[config.mk]
export PLATFORM = sky130hd
export DESIGN_NAME = rv_imem_pipe_flat
export DESIGN_NICKNAME = d
export VERILOG_FILES = /design/src/rtl/rv_imem_pipe_if.sv /design/src/rtl/rv_imem_pipe.sv /design/src/flat_wrapper.sv
export SDC_FILE = /design/constraint.sdc
export NUM_CORES = 2
export LEC_CHECK = 0
export CORE_ASPECT_RATIO = 0.6
export CORE_UTILIZATION = 55
export CTS_CLUSTER_DIAMETER = 40
export DETAILED_ROUTE_END_ITERATION = 7
export GPL_ROUTABILITY_DRIVEN = 0
export GPL_TIMING_DRIVEN = 0
export PLACE_DENSITY_LB_ADDON = 0.12
export SETUP_SLACK_MARGIN = 0.1
export SYNTH_ARGS = -nofsm -noshare
export SYNTH_HDL_FRONTEND = slang
export SYNTH_SLANG_ARGS = --single-unit
export TNS_END_PERCENT = 30
[constraint.sdc]
create_clock -name clk -period 3.24 [get_ports clk]
set_clock_uncertainty 0.05 [all_clocks]
set_input_delay 0.972 -clock clk [delete_from_list [all_inputs] [get_ports clk]]
set_output_delay 0.972 -clock clk [all_outputs]
set_load 0.05 [all_outputs]
[src/rtl/rv_imem_pipe_if.sv]
`timescale 1ns/1ps
// ---------------------------------------------------------------------------
// rv_imem_pipe_if
// Fetch-side bus between the IF stage and the instruction memory.
//   master (IF stage)   drives   req_valid, req_addr, flush
//                       receives req_ready, rsp_valid, rsp_data, rsp_addr, rsp_err
//   slave  (IMEM)       is the mirror image of master
// ---------------------------------------------------------------------------
interface rv_imem_pipe_if;
   logic        req_valid;  // fetch request
   logic [31:0] req_addr;   // byte address
   logic        req_ready;  // request accepted when req_valid & req_ready
   logic        flush;      // kill all in-flight responses
   logic        rsp_valid;  // response valid
   logic [31:0] rsp_data;   // instruction word
   logic [31:0] rsp_addr;   // byte address of the response
   logic        rsp_err;    // misaligned or out-of-range request

   modport master (
      output req_valid, req_addr, flush,
      input  req_ready, rsp_valid, rsp_data, rsp_addr, rsp_err
   );

   modport slave (
      input  req_valid, req_addr, flush,
      output req_ready, rsp_valid, rsp_data, rsp_addr, rsp_err
   );
endinterface

[src/rtl/rv_imem_pipe.sv]
`timescale 1ns/1ps
// ---------------------------------------------------------------------------
// rv_imem_pipe
// Pipelined instruction memory for the rv_cpu fetch path.
//   - LATENCY-deep read pipeline, one request per cycle, no backpressure
//   - synchronous loader write port (honoured only once the fill is done)
//   - post-reset NOP fill of the whole array
//   - flush kills in-flight responses; a request accepted with the flush
//     survives (it is the redirected fetch)
// Ports:
//   clk, rst    core clock, asynchronous active-high reset
//   bus         fetch request/response bus (slave side)
//   ld_en       loader write strobe
//   ld_addr     loader word index
//   ld_data     loader write data
//   init_busy   NOP fill in progress
// ---------------------------------------------------------------------------
module rv_imem_pipe #(
   parameter int unsigned    DEPTH    = 64,
   parameter int unsigned    LATENCY  = 1,
   parameter logic [31:0]    NOP_WORD = 32'h0000_0013,
   localparam int unsigned   IDX_W    = $clog2(DEPTH)
) (
   input  logic             clk,
   input  logic             rst,
   rv_imem_pipe_if.slave    bus,
   input  logic             ld_en,
   input  logic [IDX_W-1:0] ld_addr,
   input  logic [31:0]      ld_data,
   output logic             init_busy
);

   typedef enum logic {FILL, RUN} state_t;

   typedef struct packed {
      logic        valid;
      logic        err;
      logic [31:0] addr;
      logic [31:0] data;
   } stage_t;

   state_t           state_q, state_d;
   logic [IDX_W-1:0] fill_cnt;
   logic [31:0]      mem [DEPTH];
   stage_t           stg [LATENCY];   // stg[0] is stage 1, stg[LATENCY-1] drives rsp_*

   logic             accept;
   logic             rd_err;
   logic [IDX_W-1:0] rd_idx;
   logic [31:0]      rd_word;

   // ---------------- control FSM ----------------
   always_ff @(posedge clk or posedge rst) begin
      // NOTE: sequential state uses non-blocking assignments so every register
      // samples pre-edge values and simulation matches the synthesized flops.
      if (rst) begin
         state_q  <= FILL;
         fill_cnt <= '0;
      end else begin
         state_q <= state_d;
         // Wraps back to 0 on the last fill write; unused in RUN.
         if (state_q == FILL) fill_cnt <= fill_cnt + 1'b1;
      end
   end

   always_comb begin
      // NOTE: every output of this block gets a default first, so no path
      // leaves a signal unassigned and no latch is inferred.
      state_d       = state_q;
      init_busy     = 1'b1;
      bus.req_ready = 1'b0;
      unique case (state_q)
         FILL: if (fill_cnt == IDX_W'(DEPTH - 1)) state_d = RUN;
         RUN: begin
            init_busy     = 1'b0;
            bus.req_ready = 1'b1;
         end
      endcase
   end

   // ---------------- storage ----------------
   // NOTE: the array has no reset; the FILL state initialises it one word per
   // cycle, which keeps it mappable onto plain RAM.
   always_ff @(posedge clk) begin
      if (state_q == FILL)  mem[fill_cnt] <= NOP_WORD;
      else if (ld_en)       mem[ld_addr]  <= ld_data;
   end

   // Read happens before the edge, so a same-cycle loader write to the same
   // index is seen only by the next accepted request.
   assign accept  = bus.req_valid & bus.req_ready;
   assign rd_idx  = bus.req_addr[IDX_W+1:2];
   assign rd_err  = (|bus.req_addr[1:0]) | (|bus.req_addr[31:IDX_W+2]);
   assign rd_word = mem[rd_idx];

   // ---------------- read pipeline ----------------
   always_ff @(posedge clk or posedge rst) begin
      if (rst) begin
         for (int i = 0; i < LATENCY; i++) begin
            stg[i] <= '{valid: 1'b0, err: 1'b0, addr: '0, data: NOP_WORD};
         end
      end else begin
         // Stage 1 ignores flush: the request taken on the flush edge is the redirect.
         stg[0].valid <= accept;
         stg[0].err   <= rd_err;
         stg[0].addr  <= bus.req_addr;
         stg[0].data  <= rd_err ? NOP_WORD : rd_word;
         for (int i = 1; i < LATENCY; i++) begin
            stg[i].valid <= stg[i-1].valid & ~bus.flush;
            stg[i].err   <= stg[i-1].err;
            stg[i].addr  <= stg[i-1].addr;
            stg[i].data  <= stg[i-1].data;
         end
      end
   end

   // Payload is gated by valid so killed or idle stages never leak stale data.
   assign bus.rsp_valid = stg[LATENCY-1].valid;
   assign bus.rsp_err   = stg[LATENCY-1].valid & stg[LATENCY-1].err;
   assign bus.rsp_addr  = stg[LATENCY-1].valid ? stg[LATENCY-1].addr : '0;
   assign bus.rsp_data  = stg[LATENCY-1].valid ? stg[LATENCY-1].data : NOP_WORD;

endmodule

[src/flat_wrapper.sv]
// flat-port wrapper written by rule: the top's interface ports become plain ports
module rv_imem_pipe_flat 
#(
   parameter int unsigned    DEPTH    = 64,
   parameter int unsigned    LATENCY  = 1,
   parameter logic [31:0]    NOP_WORD = 32'h0000_0013,
   localparam int unsigned   IDX_W    = $clog2(DEPTH)
)
  (clk, rst, ld_en, ld_addr, ld_data, init_busy, bus_req_valid, bus_req_addr, bus_flush, bus_req_ready, bus_rsp_valid, bus_rsp_data, bus_rsp_addr, bus_rsp_err);
  rv_imem_pipe_if bus_i ();
  input  logic clk;
  input  logic rst;
  input  logic ld_en;
  input  logic [IDX_W-1:0] ld_addr;
  input  logic [31:0] ld_data;
  output logic init_busy;
  input wire logic [$bits(bus_i.req_valid)-1:0] bus_req_valid;
  input wire logic [$bits(bus_i.req_addr)-1:0] bus_req_addr;
  input wire logic [$bits(bus_i.flush)-1:0] bus_flush;
  output wire logic [$bits(bus_i.req_ready)-1:0] bus_req_ready;
  output wire logic [$bits(bus_i.rsp_valid)-1:0] bus_rsp_valid;
  output wire logic [$bits(bus_i.rsp_data)-1:0] bus_rsp_data;
  output wire logic [$bits(bus_i.rsp_addr)-1:0] bus_rsp_addr;
  output wire logic [$bits(bus_i.rsp_err)-1:0] bus_rsp_err;
  assign bus_i.req_valid = bus_req_valid;
  assign bus_i.req_addr = bus_req_addr;
  assign bus_i.flush = bus_flush;
  assign bus_req_ready = bus_i.req_ready;
  assign bus_rsp_valid = bus_i.rsp_valid;
  assign bus_rsp_data = bus_i.rsp_data;
  assign bus_rsp_addr = bus_i.rsp_addr;
  assign bus_rsp_err = bus_i.rsp_err;
  rv_imem_pipe #(.DEPTH(DEPTH), .LATENCY(LATENCY), .NOP_WORD(NOP_WORD)) u_core (.clk(clk), .rst(rst), .bus(bus_i), .ld_en(ld_en), .ld_addr(ld_addr), .ld_data(ld_data), .init_busy(init_busy));
endmodule
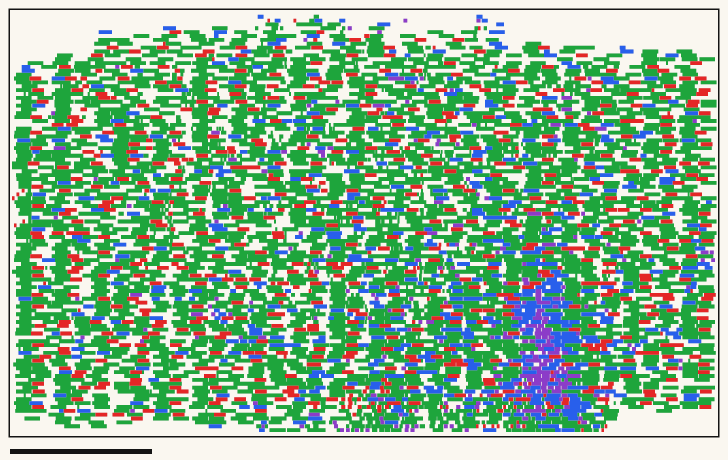
(sizing map)
The bar under the picture is 100 µm long.
_2 cells: shown in red, cells 736, share 17%, most used mux4_2. _3 and _4 cells: shown in purple, cells 291, share 6.7%, most used buf_4. _6 and larger: shown in blue, cells 560, share 13%, most used clkbuf_16. _0 and _1 cells: shown in green, cells 2748, share 63%, most used edfxtp_1.

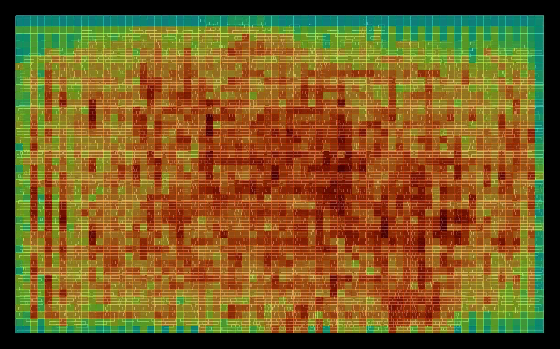
(track usage over the die)
wire per inst: 46.1 µm
Final Core Density: 67.4%
GRT met1 Usage: 56.0%
met3 Resource Use GR: 17.2%
aggregate global-route resource usage: 38.8%

==> results.txt <==
run results: worst-path cell with the longest stage delay=dfrtp_2, final tally of setup violations=5, status=finished, violations left, hold-fix buffers at CTS=0, number of buffers created by CTS=190, number of port buffers=141, clock group power=22.6 mW, achievable clock frequency=307 MHz, endpoint required time on the critical path=2220 ps, worst path cell trace=buf_6, buf_6, clkbuf_16, clkbuf_16, and2_4, buf_8, most common logic cells in the final layout=edfxtp_1, mux4_2, clkbuf_16, CTS tree=built, measured slew at the worst slew-check pin=1530 ps, total count of max-transition violations in the final report=11, total via count in the routed design=45500, Dominant cell area share=75.6%, r2r setup slk=330 ps, die outline area=149000 µm², slowest cell delay on critical path=430 ps, kind of cell with the highest combined delay on the critical path=buffers and inverters, largest driver fanout on the critical path=5, endpoint class of the critical path=output pin, via count of the first global-routing pass=41800, Syn. warnings=0, die extent in x=about 500 µm, standard cell core area=146000 µm², synth-to-layout area growth=20.7%, GRT Residual Overflow=0, placed instance count=5766, core utilization before placement=a little under three fifths, setup repair after global routing missed its margin=true, placed cell area=88600 µm², crit start category=register, number of clock sinks=2121, Int Pwr=42.7 mW, Yosys top cell by instances=edfxtp_1, syn_area_per_cell=22.8 µm², Via density=7.27, total half-perimeter wirelength after legalization and detailed placement=188000 µm, power share of the clock group=41.7%, Max power group=sequential cells, Initial DRT Pass Iterations=6, post-synthesis async set-or-reset flop share=3.44%, critical setup path kind=register to output pin, cts repair resizes=835, Setup WS pre-CTS=-3000 ps, maximum level of the CTS H-tree=4, wire length of the first global-routing pass=around 380000 µm, number of maximum-capacitance violations=1, flip-flop cell with the highest count after synthesis=edfxtp_1, Post-synth EDFFs=2048, ratio of final minimum period to clock period=101%, Worst Slack Setup Final=-18.1 ps, Stages on worst setup path=6, Logic pwr share=under 10%, OpenROAD warnings=30, sw frac=about a fifth, final std cell area, no fill=98200 µm², share of layout cells above drive strength 1=36.6%, DRC Markers=0, buffer depth of the longest clock path=3, violated checks=max-capacitance violations, max-slew violations, negative setup slack, leading area contributor after synthesis=edfxtp_1, clock insertion delay at the later pin of the skew report=830 ps, count of final hold-check violations=0, destination of the worst register-to-register timing path=u_core.mem[34][28]$_DFFE_PP_, antenna violations before repair=7, proportion of synthesized chip area in sequential cells=77.9%, final worst path period need=3260 ps, # nets final=4255, TNS Setup=-63.7 ps, post-synthesis net count=3637, clock root buffer=clkbuf_16, top cells by area, synth=edfxtp_1, mux4_2, dfrtp_1, mux2i_1, and2_1, maximum number of pins on one net before global-route repair=61, yosys cell count=approximately 3600, setup bufs post-CTS=101, flip-flop and latch power=29.6 mW, Synth top cells by count=edfxtp_1, mux4_2, nand2_1, worst vdd ir=0.548 mV, Detailed Route WL=between 200000 and 300000 µm, area of the synthesized netlist per yosys stat=81300 µm², Flops after synth=2121, worst hold margin=358 ps, Reg clk slew, reported paths=70 ps, Hold Path Class=input port to register, ANT nets after route=0
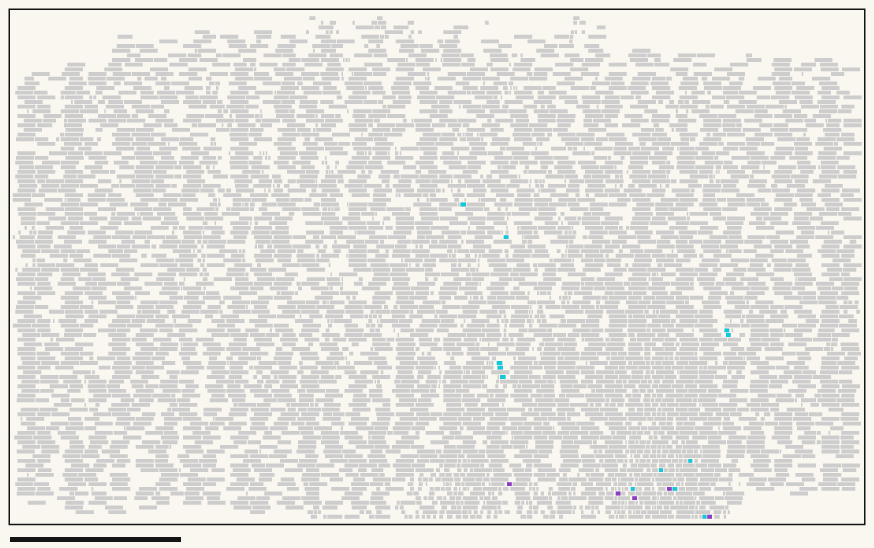
(gate-type map)
The bar under the picture is 100 µm long.
non-inverting ao/oa cells: shown in cyan, cells 12, most used o21a_1. xor and xnor cells: shown in purple, cells 5, most used xnor2_1, where south-east.
final non-filler cell total: 6264
proportion of cell area occupied by multi-input gates: 18.4%
most used logic cell in the final layout: edfxtp_1

-- per-layer routing --
metal,share of wire (%),up-vias,track usage [%]
met1,36,23800,56.0
li1,-,16300,-
met5,0.016,-,0
met4,4.7,6,15.2
met3,19,721,17.2
met2,41,4652,52.2
-- sequential cells by signal, summed over array words and instances, names as in the netlist --
register / cells
u_core.mem: 2048
u_core.stg: 65
u_core.fill_cnt: 6
u_core.state_q: 1
u_core.bus.rsp_valid: 1
-- worst min path at each step --
| stage | start | end | slack, ps | depth (start not counted) |
|---|---|---|---|---|
| 2_1_floorplan | u_core.fill_cnt[5]$_DFFE_PP0N_ | u_core.fill_cnt[5]$_DFFE_PP0N_ | 430 | 1 |
| 3_3_place_gp | u_core.fill_cnt[5]$_DFFE_PP0N_ | u_core.fill_cnt[5]$_DFFE_PP0N_ | 450 | 1 |
| 3_5_place_dp | u_core.fill_cnt[5]$_DFFE_PP0N_ | u_core.fill_cnt[5]$_DFFE_PP0N_ | 460 | 1 |
| 4_1_cts | bus_req_addr[2] | u_core.stg[34]$_DFF_PP0_ | 420 | 1 |
| 5_1_grt | bus_req_addr[2] | u_core.stg[34]$_DFF_PP0_ | 350 | 1 |
| 6_report | bus_req_addr[2] | u_core.stg[34]$_DFF_PP0_ | 360 | 1 |
-- cell type report --
type	count	area, µm²
multi-input cells	1236	18000
flip-flops and latches	2121	63300
inverters	10	42.5
diodes	4	10.0
repair buffers	426	5930
plain buffers	194	2340
well taps	1925	2410
clock buffers	255	5220
fillers	8932	47500
clock inverters	93	868
-- cell families after synthesis --
logic type	Yosys count	share of synthesized area (%)
compound gates	190	1.61
xor+xnor	5	0.0539
fa+ha+maj	1	0.0154
buf+inv	204	1.39
flops	2121	77.9
mux	644	16.6
simple gates	396	2.40
Power and IR drop assume default switching activity.
